File: config.mk
export PLATFORM = sky130hd
export DESIGN_NAME = ifu_pc_fetch_flat
export DESIGN_NICKNAME = d
export VERILOG_FILES = /design/src/rtl/mips_pkg.sv /design/src/rtl/ifu_pc_fetch_if.sv /design/src/rtl/ifu_npc_calc.sv /design/src/rtl/ifu_pc_fetch.sv /design/src/flat_wrapper.sv
export SDC_FILE = /design/constraint.sdc
export NUM_CORES = 1
export LEC_CHECK = 0
export CAP_MARGIN = 30
export CORE_AREA = 4 4 133 186
export DETAILED_ROUTE_END_ITERATION = 8
export DIE_AREA = 0 0 137 190
export HOLD_SLACK_MARGIN = 0.03
export MAX_ROUTING_LAYER = met4
export PLACE_DENSITY = 0.58
export SLEW_MARGIN = 20
export SYNTH_ARGS = -nofsm -noshare
export SYNTH_HDL_FRONTEND = slang
export SYNTH_SLANG_ARGS = --single-unit
File: constraint.sdc
create_clock -name clk -period 9.65 [get_ports clk]
set_clock_uncertainty 0.2 [all_clocks]
set_input_delay 1.4475 -clock clk [delete_from_list [all_inputs] [get_ports clk]]
set_output_delay 1.4475 -clock clk [all_outputs]
set_load 0.005 [all_outputs]
File: src/rtl/mips_pkg.sv
// Shared MIPS-I definitions: opcode/funct encodings, fetch state encoding and
// the branch-offset helper used by the next-PC logic.
package mips_pkg;

    localparam logic [31:0] RESET_PC_DEF = 32'h0000_3000;

    localparam logic [5:0] OP_RTYPE = 6'b000000;
    localparam logic [5:0] OP_J     = 6'b000010;
    localparam logic [5:0] OP_BEQ   = 6'b000100;
    localparam logic [5:0] OP_LW    = 6'b100011;
    localparam logic [5:0] OP_SW    = 6'b101011;
    localparam logic [5:0] OP_ORI   = 6'b001101;
    localparam logic [5:0] OP_LUI   = 6'b001111;

    localparam logic [5:0] FN_ADDU  = 6'b100001;
    localparam logic [5:0] FN_SUBU  = 6'b100011;

    typedef enum logic [1:0] {
        ST_RST_WAIT = 2'd0,
        ST_FETCH    = 2'd1,
        ST_EXEC     = 2'd2
    } fetch_state_e;

    // Word offset of a beq: sign-extended imm16 scaled to bytes.
    function automatic logic signed [31:0] branch_offset(input logic [15:0] imm);
        return signed'({{14{imm[15]}}, imm, 2'b00});
    endfunction

endpackage

File: src/rtl/ifu_pc_fetch_if.sv
// Instruction-memory fetch handshake; the fetch unit is master, memory is slave.
interface ifu_pc_fetch_if #(
    parameter int ADDR_W = 32
);
    logic              imem_req;
    logic [ADDR_W-1:0] imem_addr;
    logic              imem_ack;
    logic [31:0]       imem_rdata;

    modport master (output imem_req, output imem_addr, input imem_ack, input imem_rdata);
    modport slave  (input imem_req, input imem_addr, output imem_ack, output imem_rdata);
endinterface

File: src/rtl/ifu_npc_calc.sv
// Combinational next-PC selection: jump over taken branch over fall-through.
module ifu_npc_calc
    import mips_pkg::*;
#(
    parameter int ADDR_W = 32
) (
    input  logic [ADDR_W-1:0] pc_i,
    input  logic [25:0]       instr_idx_i,
    input  logic              branch_i,
    input  logic              zero_i,
    input  logic              jump_i,
    output logic [ADDR_W-1:0] npc_o
);

    logic [ADDR_W-1:0]        pc4;
    logic signed [ADDR_W-1:0] br_off;

    assign pc4    = pc_i + ADDR_W'(4);
    assign br_off = branch_offset(instr_idx_i[15:0]);

    always_comb begin
        npc_o = pc4;
        if (jump_i) begin
            npc_o = {pc4[ADDR_W-1:28], instr_idx_i, 2'b00};
        end else if (branch_i && zero_i) begin
            npc_o = pc4 + $unsigned(br_off);
        end
    end

endmodule

File: src/rtl/ifu_pc_fetch.sv
// Instruction-fetch unit: holds the PC, fetches one word per instruction and
// retires it into the next PC, counting retired instructions.
module ifu_pc_fetch
    import mips_pkg::*;
#(
    parameter logic [31:0] RESET_PC = RESET_PC_DEF,
    parameter int          ADDR_W   = 32
) (
    input  logic              clk,
    input  logic              rst_n,
    ifu_pc_fetch_if.master    imem,
    input  logic              stall,
    input  logic              branch,
    input  logic              zero,
    input  logic              jump,
    output logic [31:0]       instr,
    output logic [5:0]        opcode,
    output logic [5:0]        funct,
    output logic              instr_valid,
    output logic [ADDR_W-1:0] pc,
    output logic [31:0]       instret
);

    fetch_state_e      state_q;
    logic [ADDR_W-1:0] pc_q;
    logic [ADDR_W-1:0] npc_d;
    logic [31:0]       instr_q;
    logic [31:0]       instret_q;
    logic              valid_q;
    logic              req_q;

    ifu_npc_calc #(
        .ADDR_W (ADDR_W)
    ) u_npc (
        .pc_i        (pc_q),
        .instr_idx_i (instr_q[25:0]),
        .branch_i    (branch),
        .zero_i      (zero),
        .jump_i      (jump),
        .npc_o       (npc_d)
    );

    // RST_WAIT keeps req low for one cycle so a late ack from an aborted fetch drains.
    always_ff @(posedge clk) begin
        if (!rst_n) begin
            state_q   <= ST_RST_WAIT;
            pc_q      <= ADDR_W'(RESET_PC);
            instr_q   <= '0;
            valid_q   <= 1'b0;
            req_q     <= 1'b0;
            instret_q <= '0;
        end else begin
            case (state_q)
                ST_RST_WAIT: begin
                    state_q <= ST_FETCH;
                    req_q   <= 1'b1;
                end
                ST_FETCH: begin
                    if (imem.imem_ack && req_q) begin
                        instr_q <= imem.imem_rdata;
                        req_q   <= 1'b0;
                        valid_q <= 1'b1;
                        state_q <= ST_EXEC;
                    end
                end
                ST_EXEC: begin
                    if (!stall) begin
                        pc_q      <= npc_d;
                        instret_q <= instret_q + 32'd1;
                        valid_q   <= 1'b0;
                        req_q     <= 1'b1;
                        state_q   <= ST_FETCH;
                    end
                end
                default: begin
                    state_q <= ST_RST_WAIT;
                    req_q   <= 1'b0;
                    valid_q <= 1'b0;
                end
            endcase
        end
    end

    assign imem.imem_req  = req_q;
    assign imem.imem_addr = pc_q;
    assign instr          = instr_q;
    assign opcode         = instr_q[31:26];
    assign funct          = instr_q[5:0];
    assign instr_valid    = valid_q;
    assign pc             = pc_q;
    assign instret        = instret_q;

endmodule

File: src/flat_wrapper.sv
// flat-port wrapper written by rule: the top's interface ports become plain ports
module ifu_pc_fetch_flat import mips_pkg::*;
#(
    parameter logic [31:0] RESET_PC = RESET_PC_DEF,
    parameter int          ADDR_W   = 32
)
  (clk, rst_n, stall, branch, zero, jump, instr, opcode, funct, instr_valid, pc, instret, imem_imem_req, imem_imem_addr, imem_imem_ack, imem_imem_rdata);
  ifu_pc_fetch_if #(.ADDR_W(ADDR_W)) imem_i ();
  input  logic clk;
  input  logic rst_n;
  input  logic stall;
  input  logic branch;
  input  logic zero;
  input  logic jump;
  output logic [31:0] instr;
  output logic [5:0] opcode;
  output logic [5:0] funct;
  output logic instr_valid;
  output logic [ADDR_W-1:0] pc;
  output logic [31:0] instret;
  output wire logic [$bits(imem_i.imem_req)-1:0] imem_imem_req;
  output wire logic [$bits(imem_i.imem_addr)-1:0] imem_imem_addr;
  input wire logic [$bits(imem_i.imem_ack)-1:0] imem_imem_ack;
  input wire logic [$bits(imem_i.imem_rdata)-1:0] imem_imem_rdata;
  assign imem_imem_req = imem_i.imem_req;
  assign imem_imem_addr = imem_i.imem_addr;
  assign imem_i.imem_ack = imem_imem_ack;
  assign imem_i.imem_rdata = imem_imem_rdata;
  ifu_pc_fetch #(.RESET_PC(RESET_PC), .ADDR_W(ADDR_W)) u_core (.clk(clk), .rst_n(rst_n), .imem(imem_i), .stall(stall), .branch(branch), .zero(zero), .jump(jump), .instr(instr), .opcode(opcode), .funct(funct), .instr_valid(instr_valid), .pc(pc), .instret(instret));
endmodule
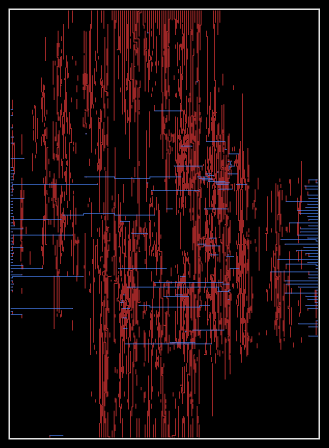
*Wiring by layer, run 1*
Two of the layers only.
[metal 2] red | wire length: 10600 µm
[metal 3] blue | wire length: 1050 µm

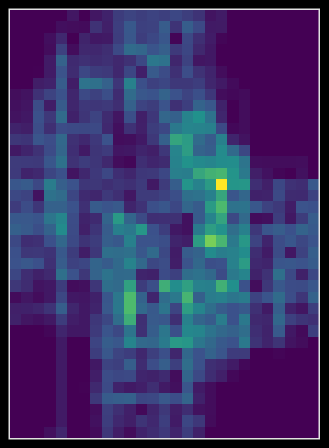
*Wiring heat map, run 1*
27 x 38 tiles, from dark purple (low) to yellow (high), scaled to the fullest tile. Values are wire area over tile area, all layers added.
mean over tiles: 0.13
fullest tile: 0.78
densest ninth of the die: middle
emptiest ninth of the die: top right
tiles over half the peak: 3.6%
nearly empty tiles: 24%

==> job_summary.md, run 1 <==
## Synthesis and layout report

| Metric | Value |
|---|---|
| Clk sinks | `about 97` |
| # hold bufs at CTS | `0` |
| Met3 WL | `1.05 mm` |
| Clock Root Buffer | `clkbuf_16` |
| Status | `completed` |
| Die X | `roughly 140 µm` |
| Design area | `0.00888 mm²` |
| Initial antenna violation count | `1` |
| Routed Antenna Nets | `0` |
| Routed wl met2 | `between 10 and 15 mm` |
| Number of logic gates | `676` |
| HP Start | `u_core.instr[31]` |
| R2R Setup Slk | `5530 ps` |
| Routed WL | `21.5 mm` |
| Via count of the first global-routing pass | `6464` |
| Row count | `66` |
| Max stage delay cell, worst path | `dfxtp_1` |
| Pwr Total | `0.949 mW` |
| Crit path DAT | `4180 ps` |
| Buffering overhead | `0.205` |
| CP Cell Sequence | `and4_1 > and3_1 > nand3_1 > xnor2_1 > ha_1 > nand2_1 > o21ai_0 > or2_2 > o22a_1 > a21boi_2 > xor2_1 > a21oi_1 > o221a_2` |
| Synthesized area | `0.00684 mm²` |
| Total GRT Usage | `0.168` |
| Peak Freq | `approximately 240 MHz` |
| M1 wire length | `9.27 mm` |
| Post-Synthesis Cells | `864` |
| M3 GR Usage | `0.0315` |
| Die height | `190 µm` |
| Largest stage delay, worst path | `510 ps` |
| Seq/total area | `0.219` |
| Final Critical Period | `4120 ps` |
| Final HPWL DP | `between 15 and 20 mm` |
| Met2 layer usage reported by global route | `0.280` |
| Worst-path fanout max | `8` |
| Dominant flop cell | `dfxtp_1` |
| Min-Delay Path Class | `reg2reg` |
| Ant diodes | `1` |
| Worst-margin pin slew | `a little over 900 ps` |
| Setup crit end | `u_core.imem.imem_addr[26]` |
| Via/cell ratio | `5.03` |
| Clkbuf count | `9` |
| Nets | `1056` |
| Levels on crit path | `13` |
| Vias | `6485` |
| Slew HR | `0.390` |
| Reg clk slew, reported paths | `about 80 ps` |
| Post-synth EDFFs | `0` |
| TritonCTS clock tree | `built` |
| Most common cell in the netlist | `nand2_1` |
| R2R depth | `13` |
| Routed len/inst | `16.7 µm` |
| Synth top area share | `0.284` |
| Cts bufs inserted | `9` |
| Mapped Avg Cell Area | `around 7.9 µm²` |
| FF/Latch Area | `0.00194 mm²` |
| PortBufs | `176` |
| Unique cell types | `just under 70` |
| Ys cells | `about 860` |
| Final setup violation count | `0` |
| WHS Endpoint | `u_core.instr[31]` |
| Top cells by count, synth | `nand2_1, dfxtp_1, xnor2_1, a21oi_1, buf_4` |
| Resize count post-CTS | `0` |
| Worst path top cell family by delay | `simple AND/OR/NAND/NOR gates` |
| Largest net degree at the start of global routing | `96` |
| IO Pins | `181` |
| Core ar. | `roughly 0.023 mm²` |
| Final worst slack | `5530 ps` |
| Pre-Place Util | `0.296` |
| Final Non-Filler Cells | `1290` |
| Die area | `0.0260 mm²` |
| Final hold violation count | `0` |
| RR Startpoint | `u_core.imem.imem_addr[8]` |
| Yosys reg bits | `97` |
| Yosys chip area | `just under 0.007 mm²` |
| # placed instances | `roughly 1.3k` |
| Clock-cell share of area | `0.0362` |
| Sum Neg Setup Slack | `0 ps` |
| Reg2reg end | `u_core.imem.imem_addr[26]` |
| Fillers | `2428` |
| Most numerous logic cell after layout | `clkdlybuf4s50_1` |
| Starting DRC count in detailed routing | `between 400 and 500` |
| Logic area | `~0.0044 mm²` |
| Crit path kind | `reg2reg` |
| Asr flop ratio synth | `0` |
| Top cells excl fill/tap | `clkdlybuf4s50_1, nand2_1, dfxtp_1` |
| Area grow syn2layout | `29.8%` |
| Place WS | `5490 ps` |
| Flops | `around 97` |
| Largest cell class by area | `logic gates` |
| CTS Buffer Depth | `2` |
| Inverters | `11` |
| Slew Limit Fails | `0` |
| Leakage | `3.35 nW` |
| Most Used Layer, Global Route | `met2` |
| Setup crit start | `u_core.imem.imem_addr[8]` |
| Synth warn | `0` |
| Main area contributors | `dfxtp_1, nand2_1, ha_1, xnor2_1, buf_4` |
| Hold path depth | `2` |
| Register area share after synthesis | `0.284` |
| Remaining global-route overflow | `0` |
| CP startpoint kind | `flip-flop` |
| # H-tree levels | `3` |
| Buf/Inv on CP | `0` |
| Met1 usage | `0.201` |
| Drt pass-1 iters | `5` |
| Share of cells above drive strength 1 | `0.0498` |
| Cycle use final | `0.427` |
| Unrepaired setup endpoints after global routing | `false` |
| Cell Pwr Density | `107 mW/mm²` |
| Max VDD drop | `82.3 µV` |
| Non-clk bufs | `183` |
| Multi-input gate share of total cell area | `0.492` |
| DR DRC count | `0` |
| Count of tool warnings | `33` |
| WP data required | `9710 ps` |
| Placed inst area | `0.00855 mm²` |
| WHS | `between 200 and 300 ps` |
| Clk latency late pin | `between 300 and 400 ps` |
| Gpl congestion | `0.911` |
| CP Capture Type | `flip-flop` |
| Postcts setup bufs | `0` |
| Final Util | `0.384` |
| Top Metal Used | `met4` |
| Max Cap Viol | `0` |
| First-pass GRT wire length | `34.1 mm` |
| N_taps | `between 300 and 400` |
| Cell type with the largest total area | `dfxtp_1` |
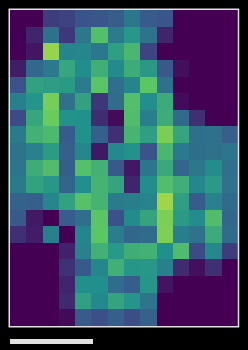
*Cell density map, run 1*
The bar under the picture is 50 µm long. 14 x 19 tiles, from dark purple (low) to yellow (high), 0 to 100% covered.
emptiest ninth of the die: top right
mean over tiles: 33%
fullest tile: 85%
tiles over 75% full: 2.6%
nearly empty tiles: 23%

run 1: kinds of logic (layout without fill, tap and decap cells):
| family | after synthesis | in the layout | share of synthesized area |
|---|---|---|---|
| AND/OR/NAND/NOR | 334 | 334 | 0.239 |
| AND-OR/OR-AND | 221 | 221 | 0.222 |
| flip-flops | 97 | 97 | 0.284 |
| buffers and inverters | 94 | 210 | 0.0787 |
| XOR/XNOR | 74 | 74 | 0.0970 |
| adder cells (fa/ha/maj) | 39 | 39 | 0.0725 |
| multiplexers | 4 | 4 | 0.00586 |
| other | 1 | 5 | 0.000549 |
run 1: report_power, final:
part           leakage, nW  switching (mW)  internal [mW]  total (mW)
sequential           0.785          0.0140          0.410       0.424
combinational         2.41          0.0655         0.0652       0.131
clock                0.155           0.184          0.210       0.394
total                 3.35           0.264          0.685       0.949
==> run 2, diff against run 1 <==
--- a/config.mk
+++ b/config.mk
@@ -11,7 +11,7 @@
 export DIE_AREA = 0 0 137 190
 export HOLD_SLACK_MARGIN = 0.03
 export MAX_ROUTING_LAYER = met4
-export PLACE_DENSITY = 0.58
+export PLACE_DENSITY = 0.6
 export SLEW_MARGIN = 20
 export SYNTH_ARGS = -nofsm -noshare
 export SYNTH_HDL_FRONTEND = slang
==> constraint.sdc (replaced) <==
create_clock -name clk -period 3.5 [get_ports clk]
set_clock_uncertainty 0.2 [all_clocks]
set_input_delay 0.525 -clock clk [delete_from_list [all_inputs] [get_ports clk]]
set_output_delay 0.525 -clock clk [all_outputs]
set_load 0.005 [all_outputs]
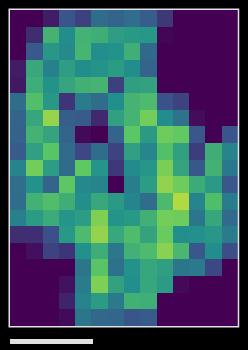
*Cell density map, run 2*
The bar under the picture is 50 µm long. 14 x 19 tiles, from dark purple (low) to yellow (high), 0 to 100% covered.
fullest tile: 88%
densest ninth of the die: bottom middle
tiles over 75% full: 6.0%

==> run 2 against run 1 <==
Net effect:
- sequential power went up to 2.7 times the previous value
- sequential share of layout area is 1.8 points lower
- largest power group unchanged
- combinational power went up to 3.1 times the previous value
- worst hold slack worse by 8.9 ps
- synthesized area stayed put
==> job_summary.md, run 2 <==
## Synthesis and layout report

| Metric | Value |
|---|---|
| Status | `completed` |
| Worst path top cell family by delay | `AND-OR/OR-AND gates` |
| Asr flop ratio synth | `0 (unchanged)` |
| Most numerous logic cell after layout | `clkdlybuf4s50_1` |
| Post-synth EDFFs | `0 (unchanged)` |
| WHS Endpoint | `u_core.instr[24]` |
| Ant diodes | `0 (-1)` |
| Routed len/inst | `16.2 µm (-3.1%)` |
| Largest stage delay, worst path | `340 ps (-170 ps)` |
| Max VDD drop | `228 µV (+180%)` |
| Sum Neg Setup Slack | `0 ps (unchanged)` |
| Unique cell types | `69 (unchanged)` |
| Row count | `66 (unchanged)` |
| CTS Buffer Depth | `2 (unchanged)` |
| CP Capture Type | `flip-flop` |
| Setup crit end | `u_core.imem.imem_addr[31]` |
| Remaining global-route overflow | `0 (unchanged)` |
| DR DRC count | `0 (unchanged)` |
| HP Start | `u_core.instr[24]` |
| TritonCTS clock tree | `built` |
| Min-Delay Path Class | `reg2reg` |
| Routed Antenna Nets | `0 (unchanged)` |
| Final worst slack | `60.6 ps (-5470 ps)` |
| Mux share | `0.00586 (unchanged)` |
| Max Cap Viol | `0 (unchanged)` |
| Final Util | `0.420 (+0.0364)` |
| Crit path DAT | `3530 ps (-650 ps)` |
| Synth top area share | `0.284 (unchanged)` |
| CP startpoint kind | `flip-flop` |
| Starting DRC count in detailed routing | `354 (-14%)` |
| Top cells by count, synth | `nand2_1, dfxtp_1, xnor2_1, a21oi_1, buf_4` |
| Dominant flop cell | `dfxtp_1` |
| Final hold violation count | `0 (unchanged)` |
| Post-Synthesis Cells | `864 (unchanged)` |
| Levels on crit path | `15 (+2)` |
| WHS | `284 ps (-8.89 ps)` |
| Die X | `137 µm (unchanged)` |
| Die height | `190 µm (unchanged)` |
| First-pass GRT wire length | `35.2 mm (+3.1%)` |
| Via count of the first global-routing pass | `6823 (+5.6%)` |
| Main area contributors | `dfxtp_1, nand2_1, ha_1, xnor2_1, buf_4` |
| Leakage | `3.85 nW (+15%)` |
| Share of cells above drive strength 1 | `0.165 (+0.116)` |
| Clock Root Buffer | `clkbuf_16` |
| Worst-path fanout max | `3 (-5)` |
| Core ar. | `0.0231 mm² (unchanged)` |
| Pre-Place Util | `0.296 (unchanged)` |
| Area grow syn2layout | `42.2%` |
| Nets | `1143 (+8.2%)` |
| Setup crit start | `u_core.imem.imem_addr[12]` |
| Logic area | `0.00454 mm² (+3.9%)` |
| Final setup violation count | `0 (unchanged)` |
| R2R depth | `15 (+2)` |
| Yosys aoi share | `0.222 (unchanged)` |
| Yosys reg bits | `97 (unchanged)` |
| Non-clk bufs | `270 (+48%)` |
| Die area | `0.0260 mm² (unchanged)` |
| Placed inst area | `0.00919 mm² (+7.4%)` |
| Final Non-Filler Cells | `1376 (+6.7%)` |
| Reg clk slew, reported paths | `80 ps (about the same)` |
| Multi-input gate share of total cell area | `0.467 (-0.0250)` |
| Drt pass-1 iters | `4 (-1)` |
| Unrepaired setup endpoints after global routing | `true` |
| Most common cell in the netlist | `nand2_1` |
| Initial antenna violation count | `0 (-1)` |
| Postcts setup bufs | `1 (+1)` |
| CP Cell Sequence | `and4_4 > and4_4 > and3_4 > nand3_2 > xnor2_2 > buf_4 > ha_1 > nand2_1 > o21ai_1 > a41o_1 > a41o_1 > o21a_1 > o211ai_1 > mux2i_1 > mux2i_1` |
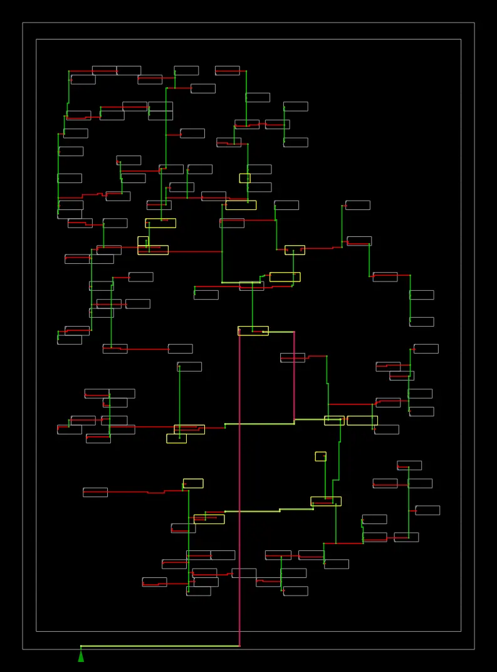
*Clock nets, run 2*
cts bufs inserted: 9
clk latency late pin: 370 ps
clkbuf count: 9
clk sinks: 97

run 2: netlist changes by cell type in the layout (fill, tap and decap cells not counted), moves of 4 or more:
cell	before	now
xnor2_2	0	8
ha_1	38	33
ha_2	0	4
a21oi_2	1	10
dfxtp_2	0	6
dfxtp_1	97	91
a21oi_1	46	37
buf_4	6	92
xnor2_1	53	45
run 2: routing by layer:
| layer | up-vias | global-route usage | part of all wire |
|---|---|---|---|
| met5 | - | - | 0 |
| met4 | 0 | 0.0503 | 0.020 |
| met3 | 27 | 0.0270 | 0.049 |
| met2 | 189 | 0.301 | 0.51 |
| met1 | 3162 | 0.209 | 0.42 |
| li1 | 3406 | - | - |
run 2: power by group:
group	internal, mW	switching (mW)	leakage, nW
registers	1.13	0.0317	0.787
clock network	0.516	0.534	0.152
logic	0.211	0.200	2.91
Power and IR drop assume default switching activity.
